===== src/rtl/rotary_quad_tx_pkg.sv =====
// Shared types and phase tables for the rotary quadrature transmitter.
// A/B values are packed as {A,B}.
package rotary_quad_tx_pkg;

  typedef enum logic [2:0] {
    ST_IDLE = 3'd0,
    ST_S1   = 3'd1,
    ST_S2   = 3'd2,
    ST_S3   = 3'd3,
    ST_GAP  = 3'd4
  } state_t;

  localparam logic DIR_RIGHT = 1'b0;
  localparam logic DIR_LEFT  = 1'b1;

  localparam logic [1:0] AB_REST = 2'b00;
  localparam logic [1:0] AB_R_S1 = 2'b10;
  localparam logic [1:0] AB_R_S2 = 2'b11;
  localparam logic [1:0] AB_R_S3 = 2'b01;
  localparam logic [1:0] AB_L_S1 = 2'b01;
  localparam logic [1:0] AB_L_S2 = 2'b11;
  localparam logic [1:0] AB_L_S3 = 2'b10;

  function automatic logic [1:0] ab_of(
    input state_t s,
    input logic   dir
  );
    logic [1:0] ab;
    ab = AB_REST;
    case (s)
      ST_S1:   ab = (dir == DIR_LEFT) ? AB_L_S1 : AB_R_S1;
      ST_S2:   ab = (dir == DIR_LEFT) ? AB_L_S2 : AB_R_S2;
      ST_S3:   ab = (dir == DIR_LEFT) ? AB_L_S3 : AB_R_S3;
      default: ab = AB_REST;
    endcase
    return ab;
  endfunction

endpackage


===== src/rtl/rotary_quad_tx_if.sv =====
// Step-request and quadrature-output bundle of the rotary transmitter.
// The stimulus side is the master; the transmitter is the slave.
interface rotary_quad_tx_if #(
  parameter int CNT_W = 4
);
  logic                    EV;
  logic                    IZ;
  logic                    ROTA;
  logic                    ROTB;
  logic                    BUSY;
  logic                    STEP_DONE;
  logic                    OVF;
  logic signed [CNT_W-1:0] PEND;

  modport master (
    output EV,
    output IZ,
    input  ROTA,
    input  ROTB,
    input  BUSY,
    input  STEP_DONE,
    input  OVF,
    input  PEND
  );

  modport slave (
    input  EV,
    input  IZ,
    output ROTA,
    output ROTB,
    output BUSY,
    output STEP_DONE,
    output OVF,
    output PEND
  );
endinterface


===== src/rtl/rotary_quad_tx_phase_timer.sv =====
// Loadable down-counter timing each A/B phase.
// phase_end is high during the last cycle of a phase.
module rotary_phase_timer #(
  parameter int PHASE_CYCLES = 4
) (
  input  logic i_clk,
  input  logic i_rst,
  input  logic i_load,
  input  logic i_run,
  output logic o_phase_end
);
  localparam int TW =
    (PHASE_CYCLES > 1) ? $clog2(PHASE_CYCLES) : 1;

  logic [TW-1:0] r_cnt;

  always_ff @(posedge i_clk or posedge i_rst) begin
    if (i_rst) begin
      r_cnt <= '0;
    end else if (i_load) begin
      r_cnt <= TW'(PHASE_CYCLES - 1);
    end else if (r_cnt != '0) begin
      r_cnt <= r_cnt - TW'(1);
    end
  end

  assign o_phase_end = i_run && (r_cnt == '0);

endmodule


===== src/rtl/rotary_quad_tx.sv =====
// Quadrature transmitter: step requests become full A/B detent cycles.
// Holds the pending-step counter, the phase FSM and the output registers.
module rotary_quad_tx
  import rotary_quad_tx_pkg::*;
#(
  parameter int PHASE_CYCLES = 4,
  parameter int CNT_W        = 4
) (
  input  logic CLK,
  input  logic RST,
  rotary_quad_tx_if.slave bus
);
  localparam logic signed [CNT_W:0] MAXV =
    (CNT_W+1)'((1 << (CNT_W - 1)) - 1);

  state_t r_state;
  state_t w_state_nx;
  logic   r_dir;
  logic   w_dir_nx;
  logic   r_a;
  logic   r_b;
  logic   r_done;
  logic   w_done_nx;
  logic   r_ovf;
  logic   w_ovf_nx;
  logic   w_load;
  logic   w_run;
  logic   w_phase_end;
  logic   w_has_pend;
  logic   w_start;
  logic   w_sign;
  logic [1:0] w_ab;

  logic signed [CNT_W-1:0] r_pend;
  logic signed [CNT_W-1:0] w_pend_nx;
  logic signed [CNT_W:0]   w_req;
  logic signed [CNT_W:0]   w_take;
  logic signed [CNT_W:0]   w_base;
  logic signed [CNT_W:0]   w_sum;

  assign w_run      = (r_state != ST_IDLE);
  assign w_has_pend = (r_pend != '0);
  assign w_sign     = r_pend[CNT_W-1];
  assign w_start    = w_has_pend &&
                      ((r_state == ST_IDLE) ||
                       ((r_state == ST_GAP) && w_phase_end));

  rotary_phase_timer #(
    .PHASE_CYCLES(PHASE_CYCLES)
  ) u_timer (
    .i_clk      (CLK),
    .i_rst      (RST),
    .i_load     (w_load),
    .i_run      (w_run),
    .o_phase_end(w_phase_end)
  );

  // Take comes off first so a request that fits after it is kept.
  always_comb begin
    w_req = '0;
    if (bus.EV) begin
      w_req = bus.IZ ? '1 : (CNT_W+1)'(1);
    end
    w_take = '0;
    if (w_start) begin
      w_take = w_sign ? '1 : (CNT_W+1)'(1);
    end
    w_base    = $signed({w_sign, r_pend}) - w_take;
    w_sum     = w_base + w_req;
    w_ovf_nx  = (w_req != '0) &&
                ((w_sum > MAXV) || (w_sum < -MAXV));
    w_pend_nx = w_ovf_nx ? w_base[CNT_W-1:0]
                         : w_sum[CNT_W-1:0];
  end

  always_comb begin
    w_state_nx = r_state;
    w_dir_nx   = r_dir;
    w_load     = 1'b0;
    w_done_nx  = 1'b0;
    case (r_state)
      ST_IDLE: begin
        if (w_start) begin
          w_state_nx = ST_S1;
          w_dir_nx   = w_sign ? DIR_LEFT : DIR_RIGHT;
          w_load     = 1'b1;
        end
      end
      ST_S1: begin
        if (w_phase_end) begin
          w_state_nx = ST_S2;
          w_load     = 1'b1;
        end
      end
      ST_S2: begin
        if (w_phase_end) begin
          w_state_nx = ST_S3;
          w_load     = 1'b1;
        end
      end
      ST_S3: begin
        if (w_phase_end) begin
          w_state_nx = ST_GAP;
          w_load     = 1'b1;
          w_done_nx  = 1'b1;
        end
      end
      ST_GAP: begin
        if (w_start) begin
          w_state_nx = ST_S1;
          w_dir_nx   = w_sign ? DIR_LEFT : DIR_RIGHT;
          w_load     = 1'b1;
        end else if (w_phase_end) begin
          w_state_nx = ST_IDLE;
        end
      end
      default: begin
        w_state_nx = ST_IDLE;
      end
    endcase
    w_ab = ab_of(w_state_nx, w_dir_nx);
  end

  always_ff @(posedge CLK or posedge RST) begin
    if (RST) begin
      r_state <= ST_IDLE;
      r_dir   <= DIR_RIGHT;
      r_a     <= 1'b0;
      r_b     <= 1'b0;
      r_done  <= 1'b0;
      r_ovf   <= 1'b0;
      r_pend  <= '0;
    end else begin
      r_state <= w_state_nx;
      r_dir   <= w_dir_nx;
      r_a     <= w_ab[1];
      r_b     <= w_ab[0];
      r_done  <= w_done_nx;
      r_ovf   <= w_ovf_nx;
      r_pend  <= w_pend_nx;
    end
  end

  assign bus.ROTA      = r_a;
  assign bus.ROTB      = r_b;
  assign bus.BUSY      = w_run;
  assign bus.STEP_DONE = r_done;
  assign bus.OVF       = r_ovf;
  assign bus.PEND      = r_pend;

endmodule


===== src/flat_wrapper.sv =====
// flat-port wrapper written by rule: the top's interface ports become plain ports
module rotary_quad_tx_flat import rotary_quad_tx_pkg::*;
#(
  parameter int PHASE_CYCLES = 4,
  parameter int CNT_W        = 4
)
  (CLK, RST, bus_EV, bus_IZ, bus_ROTA, bus_ROTB, bus_BUSY, bus_STEP_DONE, bus_OVF, bus_PEND);
  rotary_quad_tx_if #(.CNT_W(CNT_W)) bus_i ();
  input  logic CLK;
  input  logic RST;
  input wire logic [$bits(bus_i.EV)-1:0] bus_EV;
  input wire logic [$bits(bus_i.IZ)-1:0] bus_IZ;
  output wire logic [$bits(bus_i.ROTA)-1:0] bus_ROTA;
  output wire logic [$bits(bus_i.ROTB)-1:0] bus_ROTB;
  output wire logic [$bits(bus_i.BUSY)-1:0] bus_BUSY;
  output wire logic [$bits(bus_i.STEP_DONE)-1:0] bus_STEP_DONE;
  output wire logic [$bits(bus_i.OVF)-1:0] bus_OVF;
  output wire logic [$bits(bus_i.PEND)-1:0] bus_PEND;
  assign bus_i.EV = bus_EV;
  assign bus_i.IZ = bus_IZ;
  assign bus_ROTA = bus_i.ROTA;
  assign bus_ROTB = bus_i.ROTB;
  assign bus_BUSY = bus_i.BUSY;
  assign bus_STEP_DONE = bus_i.STEP_DONE;
  assign bus_OVF = bus_i.OVF;
  assign bus_PEND = bus_i.PEND;
  rotary_quad_tx #(.PHASE_CYCLES(PHASE_CYCLES), .CNT_W(CNT_W)) u_core (.CLK(CLK), .RST(RST), .bus(bus_i));
endmodule

===== config.mk =====
export PLATFORM = sky130hd
export DESIGN_NAME = rotary_quad_tx_flat
export DESIGN_NICKNAME = d
export VERILOG_FILES = /design/src/rtl/rotary_quad_tx_pkg.sv /design/src/rtl/rotary_quad_tx_if.sv /design/src/rtl/rotary_quad_tx_phase_timer.sv /design/src/rtl/rotary_quad_tx.sv /design/src/flat_wrapper.sv
export SDC_FILE = /design/constraint.sdc
export NUM_CORES = 1
export LEC_CHECK = 0
export CORE_MARGIN = 4
export CORE_UTILIZATION = 53
export CTS_CLUSTER_SIZE = 8
export DETAILED_ROUTE_END_ITERATION = 10
export GPL_ROUTABILITY_DRIVEN = 0
export PLACE_DENSITY = 0.73
export SYNTH_ARGS = -nofsm -noshare
export SYNTH_HDL_FRONTEND = slang
export SYNTH_SLANG_ARGS = --single-unit

===== constraint.sdc =====
create_clock -name CLK -period 10 [get_ports CLK]
set_input_delay 1 -clock CLK [delete_from_list [all_inputs] [get_ports CLK]]
set_output_delay 1 -clock CLK [all_outputs]
set_load 0.005 [all_outputs]

==> out/metrics.csv <==
metric;value;unit
# clk buffers;4;
crit path buf inv count;2;
Final Max-Slew Violation Tally;0;
Comb gates;75;
core box area;1750;sq um
drt pass-1 iters;4;
RSZ-0062 raised after global routing;false;
Top-area cell share;0.355;
CP endpoint;u_core.bus.PEND[1]$_DFF_PP0_;
DRC viols;0;
worst-margin pin slew;0.556;ns
first-pass GRT wire length;3220;microns
worst reg2reg path endpoint;u_core.bus.PEND[1]$_DFF_PP0_;
Post-Synthesis Cell Area;986;sq um
CP top delay family;adder cells;
floorplan utilization;0.565;
vias per cell;5.31;
Slew headroom;0.626;
GRT Residual Overflow;0;
Clock buffers and inverters, area share;0.0309;
status;finished, final reports clean;
number of fill cells;144;
Critical R2R Launch;u_core.u_timer.r_cnt[0]$_DFFE_PP0P_;
synthesized area per cell;9.96;sq um
Placement Cell Area;1140;sq um
crit path launch;u_core.u_timer.r_cnt[0]$_DFFE_PP0P_;
P&R area growth vs syn;19.0;%
Hold Crit Class;flip-flop to flip-flop;
Reg clk slew, reported paths;0.09;ns
Die Ht;51.1;microns
EDFF count, synth;0;
Synth area leaders;dfrtp_1, ha_1, mux2_1;
ant diodes;0;
ys cells;99;
routed len/inst;13.5;microns
total CTS buffers;3;
Final period util;0.402;
register-to-register setup slack;5.98;ns
hold_buf cts;0;
count of tool warnings;26;
Worst Hold Depth;2;
Cell Rows;15;
buffer share of cell area;0.102;
library cells used by synthesis;34;
post-CTS setup repair buffer count;0;
post-synth top area cell;dfrtp_1;
Critical Path AT;4.19;ns
Ys Warns;0;
final hold violations;0;
crit path kind;flip-flop to flip-flop;
Layout Nets;130;
Horiz. Die Dim;51.1;microns
Mapped Nets;113;
total stage count of the critical path;13;
Period minus WS final;4.02;ns
Peak Freq;249;MHz
CTS Buffer Depth;2;
post-CTS resize count;0;
I/O pin cnt;13;
## flip-flops by register name, summed over array words and instances, names as in the netlist
signal and count:
u_core.u_timer.r_cnt 2, u_core.bus.ROTB 1, u_core.bus.OVF 1, u_core.bus.PEND 4, u_core.r_dir 1, u_core.r_state 3, u_core.bus.STEP_DONE 1, u_core.bus.ROTA 1
## through the flow
stage                     hold slack, ns  setup slack [ns]  instances
final                              0.585              5.98        140
after global routing               0.595              5.78        140
after CTS                          0.583              5.99        140
after detailed placement           0.571              6.00        136
after global placement             0.557              6.12        136
after floorplan                    0.520              6.28         99
## cells in the mapped netlist (all sizes together), types with 2 or more instances
| cell type | count |
|---|---|
| dfrtp | 14 |
| inv | 10 |
| a21oi | 8 |
| ha | 8 |
| nand2 | 8 |
| o21ai | 7 |
| nor2 | 5 |
| a21o | 4 |
| mux2 | 4 |
| xnor2 | 4 |
| xor2 | 4 |
| nor4 | 3 |
| fa | 2 |
| nand2b | 2 |
| nor2b | 2 |
| nor3 | 2 |
## per-layer routing
layer | up-vias | wire [microns] | global-route usage
met5 | - | 0 | 0
met3 | 2 | 100 | 0.0612
met4 | 0 | 9 | 0.0269
met2 | 13 | 831 | 0.258
li1 | 382 | - | -
met1 | 347 | 949 | 0.224
## logic make-up after synthesis
| family | synth area share |
|---|---|
| fa+ha+maj | 0.142 |
| xor+xnor | 0.0964 |
| flops | 0.355 |
| buf+inv | 0.0381 |
| simple gates | 0.148 |
| compound gates | 0.160 |
| mux | 0.0596 |
Fig. 1: sequential cells colored by netlist name
(8 px per micron) Other sequential cells in the stronger gray, the rest of the logic in the fainter gray.
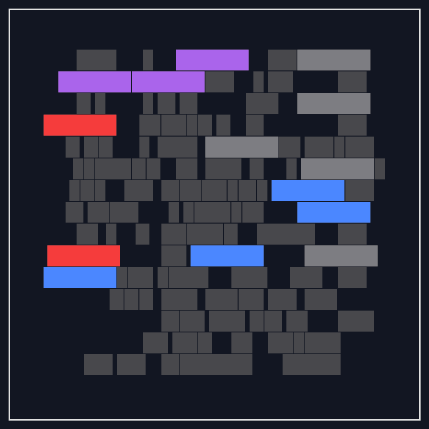
- blue: `u_core.bus.PEND` (placed flops 4)
- purple: `u_core.r_state` (placed flops 3)
- red: `u_core.u_timer.r_cnt` (placed flops 2)
register area: 350 sq um
Util after Layout: 0.672

Fig. 2: cells by drive strength
(6 px per micron)
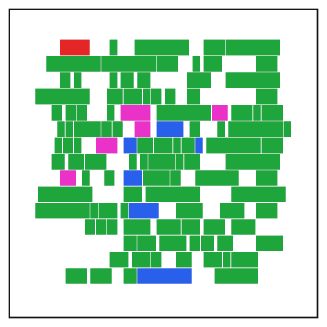
- magenta: _3 and _4 cells (cells 5; share 4.3%)
- red: _6 and larger (cells 1; share 0.87%)
- blue: _2 cells (cells 6; share 5.2%)
- green: _0 and _1 cells (cells 103; share 90%)

Fig. 3: wire density map
(8 px per micron) 10 x 10 tiles, from dark purple (low) to yellow (high), scaled to the fullest tile. Values are wire area over tile area, all layers added.
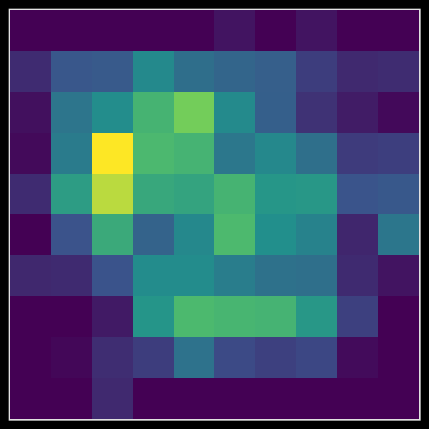
- tiles over half the peak: 19%
- densest ninth of the die: center
- nearly empty tiles: 24%
- mean over tiles: 0.11
- fullest tile: 0.42

Fig. 4: supply network
(10 px per micron) Pins as bars on the die edge.
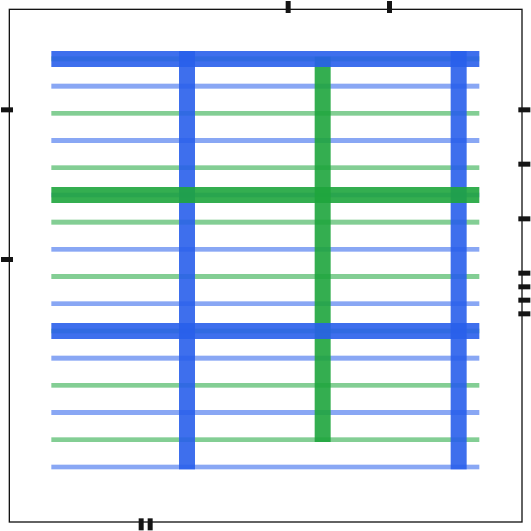
- green: VDD
- blue: VSS
- rows: 15
- met5 straps: 3
- met1 rails: 16
- signal pins: 13

